==> run_1/ff_map.png <==
The bar under the picture is 50 microns long. Other sequential cells in the stronger grey, the rest of the logic in the fainter grey.
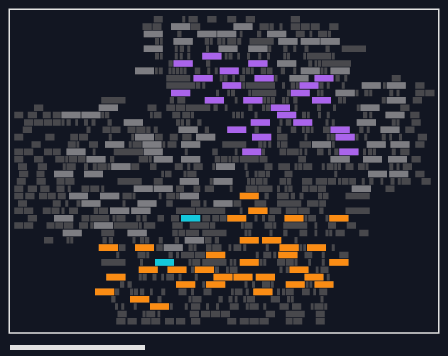
==> run_1/port_trees.png <==
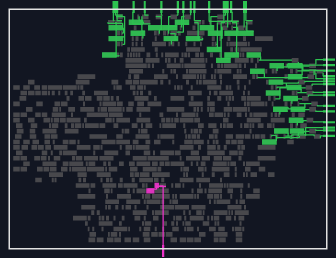
==> run_1/layers.png <==
The bar under the picture is 50 microns long.
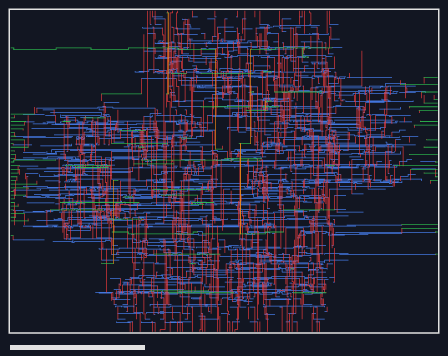
### src/rtl/cla_addsub_seq.sv
// Multi-cycle add/subtract unit: one CHUNK-bit carry-lookahead slice per clock, LSB slice first,
// with a carry register chaining slices and N/Z/C/V-style result flags.
module cla_addsub_seq #(
   parameter int WIDTH = 32,
   parameter int CHUNK = 8
) (
   input  logic             i_clk,
   input  logic             i_rst,
   input  logic             i_start,
   input  logic             i_sub,
   input  logic [WIDTH-1:0] i_a,
   input  logic [WIDTH-1:0] i_b,
   input  logic             i_cin,
   output logic             o_busy,
   output logic             o_done,
   output logic [WIDTH-1:0] o_sum,
   output logic             o_cout,
   output logic             o_ovf,
   output logic             o_zero
);

   localparam int NCHUNK = WIDTH / CHUNK;
   localparam int CW     = (NCHUNK > 1) ? $clog2(NCHUNK) : 1;
   localparam logic [CW-1:0] LAST = CW'(NCHUNK - 1);

   generate
      if (CHUNK < 1 || CHUNK > WIDTH || (WIDTH % CHUNK) != 0) begin : g_bad_params
         $error("cla_addsub_seq: WIDTH must be a non-zero multiple of CHUNK");
      end
   endgenerate

   // state  | meaning
   // IDLE   | waiting for start; operands latched on accept
   // BUSY   | one slice per cycle, slice index in r_cnt
   // DONE   | results just loaded, done pulse high
   typedef enum logic [1:0] {S_IDLE, S_BUSY, S_DONE} state_t;

   state_t           r_state;
   logic [CW-1:0]    r_cnt;
   logic             r_carry;
   logic [WIDTH-1:0] r_a;
   logic [WIDTH-1:0] r_b;
   logic             r_busy;
   logic             r_done;
   logic [WIDTH-1:0] r_sum;
   logic             r_cout;
   logic             r_ovf;
   logic             r_zero;

   logic [CHUNK-1:0] w_g;
   logic [CHUNK-1:0] w_p;
   logic [CHUNK:0]   w_c;
   logic [CHUNK-1:0] w_s;
   logic [WIDTH-1:0] w_a_nxt;
   logic [WIDTH-1:0] w_b_nxt;
   logic [WIDTH-1:0] w_acc_nxt;

   assign w_g = r_a[CHUNK-1:0] & r_b[CHUNK-1:0];
   assign w_p = r_a[CHUNK-1:0] ^ r_b[CHUNK-1:0];

   // Each carry is the flattened generate/propagate sum, not a ripple through w_c.
   always_comb begin
      logic v_gen;
      logic v_prop;
      v_gen  = 1'b0;
      v_prop = 1'b1;
      w_c    = '0;
      w_c[0] = r_carry;
      for (int i = 0; i < CHUNK; i++) begin
         v_gen  = 1'b0;
         v_prop = 1'b1;
         for (int j = i; j >= 0; j--) begin
            v_gen  = v_gen | (v_prop & w_g[j]);
            v_prop = v_prop & w_p[j];
         end
         w_c[i+1] = v_gen | (v_prop & r_carry);
      end
   end

   assign w_s = w_p ^ w_c[CHUNK-1:0];

   // Operands shift down one slice per cycle; the accumulator fills from the top.
   generate
      if (NCHUNK > 1) begin : g_multi
         logic [WIDTH-1:0] r_acc;

         assign w_a_nxt   = {{CHUNK{1'b0}}, r_a[WIDTH-1:CHUNK]};
         assign w_b_nxt   = {{CHUNK{1'b0}}, r_b[WIDTH-1:CHUNK]};
         assign w_acc_nxt = {w_s, r_acc[WIDTH-1:CHUNK]};

         always_ff @(posedge i_clk) begin
            if (i_rst) begin
               r_acc <= '0;
            end else if (r_state == S_BUSY) begin
               r_acc <= w_acc_nxt;
            end
         end
      end else begin : g_single
         assign w_a_nxt   = r_a;
         assign w_b_nxt   = r_b;
         assign w_acc_nxt = w_s;
      end
   endgenerate

   always_ff @(posedge i_clk) begin
      if (i_rst) begin
         r_state <= S_IDLE;
         r_cnt   <= '0;
         r_carry <= 1'b0;
         r_a     <= '0;
         r_b     <= '0;
         r_busy  <= 1'b0;
         r_done  <= 1'b0;
         r_sum   <= '0;
         r_cout  <= 1'b0;
         r_ovf   <= 1'b0;
         r_zero  <= 1'b0;
      end else begin
         case (r_state)
            S_IDLE: begin
               r_done <= 1'b0;
               if (i_start) begin
                  r_a     <= i_a;
                  r_b     <= i_sub ? ~i_b : i_b;
                  r_carry <= i_sub ? 1'b1 : i_cin;
                  r_cnt   <= '0;
                  r_busy  <= 1'b1;
                  r_state <= S_BUSY;
               end
            end
            S_BUSY: begin
               r_a     <= w_a_nxt;
               r_b     <= w_b_nxt;
               r_carry <= w_c[CHUNK];
               if (r_cnt == LAST) begin
                  r_cnt   <= '0;
                  r_sum   <= w_acc_nxt;
                  r_cout  <= w_c[CHUNK];
                  r_ovf   <= w_c[CHUNK] ^ w_c[CHUNK-1];
                  r_zero  <= (w_acc_nxt == '0);
                  r_busy  <= 1'b0;
                  r_done  <= 1'b1;
                  r_state <= S_DONE;
               end else begin
                  r_cnt <= r_cnt + 1'b1;
               end
            end
            S_DONE: begin
               r_done  <= 1'b0;
               r_state <= S_IDLE;
            end
            default: begin
               r_busy  <= 1'b0;
               r_done  <= 1'b0;
               r_state <= S_IDLE;
            end
         endcase
      end
   end

   assign o_busy = r_busy;
   assign o_done = r_done;
   assign o_sum  = r_sum;
   assign o_cout = r_cout;
   assign o_ovf  = r_ovf;
   assign o_zero = r_zero;

endmodule

### config.mk
export PLATFORM = sky130hd
export DESIGN_NAME = cla_addsub_seq
export DESIGN_NICKNAME = d
export VERILOG_FILES = /design/src/rtl/cla_addsub_seq.sv
export SDC_FILE = /design/constraint.sdc
export NUM_CORES = 1
export LEC_CHECK = 0
export CAP_MARGIN = 20
export CORE_ASPECT_RATIO = 0.75
export CORE_UTILIZATION = 30
export CTS_CLUSTER_DIAMETER = 80
export DETAILED_ROUTE_END_ITERATION = 7
export GPL_TIMING_DRIVEN = 1
export PLACE_DENSITY = 0.59
export SYNTH_ARGS = -nofsm -noshare
export SYNTH_HDL_FRONTEND = slang
export SYNTH_SLANG_ARGS = --single-unit
### constraint.sdc
create_clock -name i_clk -period 2.7 [get_ports i_clk]
set_input_delay 0.675 -clock i_clk [delete_from_list [all_inputs] [get_ports i_clk]]
set_output_delay 0.675 -clock i_clk [all_outputs]
set_load 0.05 [all_outputs]
==> out/results.env, run 1 <==
RESULT_OF_THE_RUN='completed'
CLK-INSERTION-DELAY-LATE_NS=0.42
R2R_START='r_carry'
SYNTH_WARN=0
VIAS_PER_CELL=4.887
POST_DP_CELL_AREA_SQ_UM=6761
MET2ROUTEDLENGTH_MICRONS=6071
TIMING.SETUP.TNS_NS=0
GLOBAL_ROUTE.PEAK_USAGE_LAYER='met1'
GRT_USE_MET1_PCT=25.74
WIRELENGTH_MET1_MICRONS=7802
ASYNC_RESET_FF_SHARE_PCT=0
GRT_START_MAX_NET_PINS=131
CLOCK_SINK_COUNT=130
ENDPOINT_KIND='flop'
YOSYS.AREA.TOP_TYPE_SHARE_PCT=47.51
LAYOUT_TOP_CELLS='175 x sky130_fd_sc_hd__nand2_1, 130 x sky130_fd_sc_hd__dfxtp_1, 103 x sky130_fd_sc_hd__clkdlybuf4s50_1, 74 x sky130_fd_sc_hd__a21oi_1, 58 x sky130_fd_sc_hd__nor2_1'
SYNTHESIS.INSTANCES=664
TOP_LAYER='met4'
SLEW_VIOL_FINAL=0
GRT_ANTENNA_BEFORE_REPAIR=0
FLOORPLANUTILIZATION_PCT=30.84
SYNTH_AREA_LEADER_CELL='sky130_fd_sc_hd__dfxtp_1'
ANT_NETS=0
DRTITER0DRC=450
FLOW.AREA_GROWTH_FROM_SYNTHESIS_PCT=35.50
SYNTH-SEQ-CELLS=130
TRITONCTS_CLOCK_TREE='done'
DESIGN_AREA_SQ_UM=7422
GRTUSAGEMET2_PCT=22.03
LAYOUT.CELLS.NON_FILLER=1000
## Picture notes: ff_map.png
- orange: r_a (sequential cells 32)
- cyan: r_state (sequential cells 2)
- purple: g_multi.r_acc (sequential cells 24)
- not coloured: 72
sequential cell area: 2603 sq um
final design utilization: 41.79%

## Picture notes: port_trees.png
- magenta: i_start (bits 1; direction input; end cells 2; buffers 1; wire 44.9 microns)
- green: o_sum (bits 32; direction output; end cells 32; buffers 32; wire 678 microns)
number of buffers added on ports: 105
top-level I/O count: 106

## Picture notes: layers.png
- blue: M1 (wire length 7,800 microns)
- orange: M4 (wire length 169 microns)
- red: M2 (wire length 6,070 microns)
- green: M3 (wire length 905 microns)
routed vias: 4,887
Total Wirelength: 14,950 microns

[run 1: power breakdown]
group	internal, W	switching (W)
logic	0.000270	0.000337
clock network	0.00169	0.000863
registers	0.00202	0.0000773
total	0.00398	0.00128
[run 1: registers in the layout (all words and copies together), names as in the netlist]
signal / count
r_state: 2
g_multi.r_acc: 24
o_ovf: 1
o_done: 1
r_carry: 1
o_cout: 1
o_zero: 1
r_b: 32
o_busy: 1
r_a: 32
r_cnt: 2
o_sum: 32
[run 1: cells by family (layout without fill, tap and decap cells)]
family,count (synthesis),after routing,share of synthesized area (%)
AND-OR/OR-AND,144,144,17.95
flip-flops,130,130,47.51
buffers and inverters,61,155,4.568
adder cells (fa/ha/maj),11,11,2.650
multiplexers,1,1,0.1827
AND/OR/NAND/NOR,278,278,20.90
XOR/XNOR,39,39,6.236
[run 1: worst max-delay path, cell delays in order (launching register included)]
cell                      delay, ns
sky130_fd_sc_hd__dfxtp_1       0.37
sky130_fd_sc_hd__inv_1         0.08
sky130_fd_sc_hd__fa_1          0.44
sky130_fd_sc_hd__xnor2_1       0.17
sky130_fd_sc_hd__or4_1         0.40
sky130_fd_sc_hd__or4_1         0.49
sky130_fd_sc_hd__nor4_2        0.14
sky130_fd_sc_hd__nand2_1       0.09
sky130_fd_sc_hd__o31ai_2       0.17
[run 1: cell type report]
| type | count | area, sq um |
|---|---|---|
| Inverter | 5 | 18.77 |
| Timing Repair Buffer | 118 | 1191 |
| Tap cell | 242 | 302.8 |
| Multi-Input combinational cell | 473 | 2646 |
| Clock inverter | 12 | 203.9 |
| Fill cell | 1812 | 10340 |
| Clock buffer | 20 | 456.7 |
| Sequential cell | 130 | 2603 |
==> run_1/clock_nets.png <==
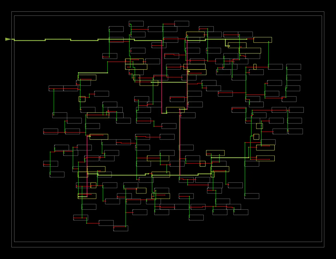

==> run 1 -> run 2 <==
GPL_ROUTABILITY_DRIVEN = 0   (was unset)
SETUP_SLACK_MARGIN = 0.15   (was unset)
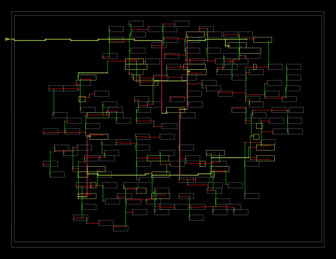
(run_2/clock_nets.png)
Post-Route Skew: 0.008604 ns
num sequential: 130
sinks on the clock net: 130
P_clk: 0.00255 W
number of buffers inserted during clock tree synthesis: 17

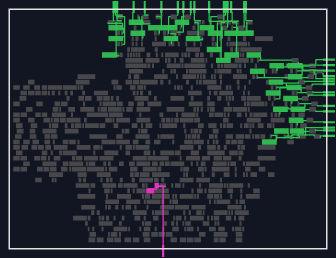
(run_2/port_trees.png)
- magenta: i_start (bits 1; direction input; end cells 2; buffers 1; wire 44.9 microns)
- green: o_sum (bits 32; direction output; end cells 32; buffers 32; wire 678 microns)

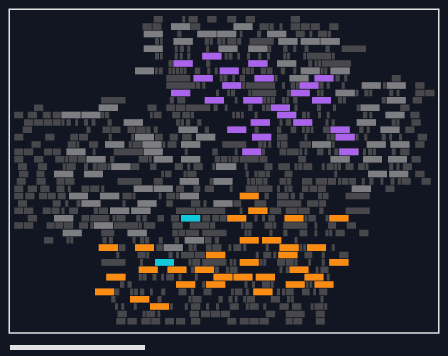
(run_2/ff_map.png)
The bar under the picture is 50 microns long. Other sequential cells in the stronger grey, the rest of the logic in the fainter grey.
- cyan: r_state (sequential cells 2)
- purple: g_multi.r_acc (sequential cells 24)
- orange: r_a (sequential cells 32)
final design utilization: 41.79%
sequential cell area share: 35.08%
sequential cell area: 2604 sq um

==> run 2 against run 1 <==
- area after synthesis did not move
- utilization hardly changed
- critical path type unchanged
- wire length barely moved
- clock skew about the same
- total power barely moved
- worst hold slack hardly changed
- non-clock buffer count unchanged
==> out/results.env, run 2 <==
RESULT_OF_THE_RUN='completed'
CRIT_SLOWEST_CELL='sky130_fd_sc_hd__or4_1'
CLK-INSERTION-DELAY-LATE_NS=0.42
YOSYS.AREA.TOP_TYPE_SHARE_PCT=47.51
TIMING.CRITICAL_PATH.CELLS='inv_1, fa_1, xnor2_1, or4_1, or4_1, nor4_2, nand2_1, o31ai_2'
MULTIINPUTGATEAREA_SQ_UM=2646
BOUNDARYPINS=106
FLOORPLANUTILIZATION_PCT=30.84
BIGGESTCELLCATEGORY='multi-input combinational cells'
CRITICAL_PATH_DEPTH=8
PORTBUFFERS=105
ASYNC_RESET_FF_SHARE_PCT=0
SLEW_VIOL_FINAL=0
GRT_ANTENNA_BEFORE_REPAIR=0
DRTITER0DRC=450
CLKBUF_COUNT=20
SYNTH_AREA_LEADER_CELL='sky130_fd_sc_hd__dfxtp_1'
FILL_CELLS=1812
TAP_CELL_COUNT=242
NONCLOCKBUFFERCOUNT=118
NNONCLKINVERTERS=5
TIMING.SETUP.TNS_NS=0
NON_CLOCK_BUFFER_AREA_SHARE_PCT=16.05
-- run 2: logic make-up (layout without fill, tap and decap cells) --
logic type,Yosys count,in the layout,share of synthesized area (%)
flip-flops,130,130,47.51
adder cells (fa/ha/maj),11,11,2.650
XOR/XNOR,39,39,6.236
multiplexers,1,1,0.1827
AND-OR/OR-AND,144,144,17.95
AND/OR/NAND/NOR,278,278,20.90
buffers and inverters,61,155,4.568
-- run 2: through the flow --
step | instances | area, sq um | utilization [%]
2_1_floorplan | 664 | 5478 | -
3_3_place_gp | 968 | 6761 | 38.07
3_5_place_dp | 968 | 6761 | 38.07
4_1_cts | 1000 | 7422 | 41.79
5_1_grt | 1000 | 7423 | 41.79
6_report | 1000 | 7423 | 41.79
-- run 2: how the worst max path moves through the flow --
stage                 start      to
floorplan           r_carry  o_zero
global placement    r_carry  o_zero
detailed placement  r_carry  o_zero
CTS                 r_carry  o_zero
global route         r_a[0]  o_zero
finish              r_carry  o_zero
-- run 2: report_power, final --
group / switching, W / internal, W / total [W]
Sequential: 0.0000773 / 0.00202 / 0.00210
Combinational: 0.000337 / 0.000270 / 0.000606
Clock: 0.000863 / 0.00169 / 0.00255
Total: 0.00128 / 0.00398 / 0.00526
-- run 2: repair_timing --
| item | 4_1_cts | 5_1_grt |
|---|---|---|
| hold endpoints to repair | 0 | 0 |
| gates resized | 0 | 1 |
| setup endpoints to repair | 0 | 1 |
-- run 2: per-layer routing --
metal,routed length (microns),up-vias,GRT usage (%)
met1,7799,2261,25.74
met4,165,0,5.108
met3,914,13,4.330
met2,6073,147,22.03
met5,0,-,0
li1,-,2462,-
Power figures rest on the tool's default switching activity, not on a simulated workload.
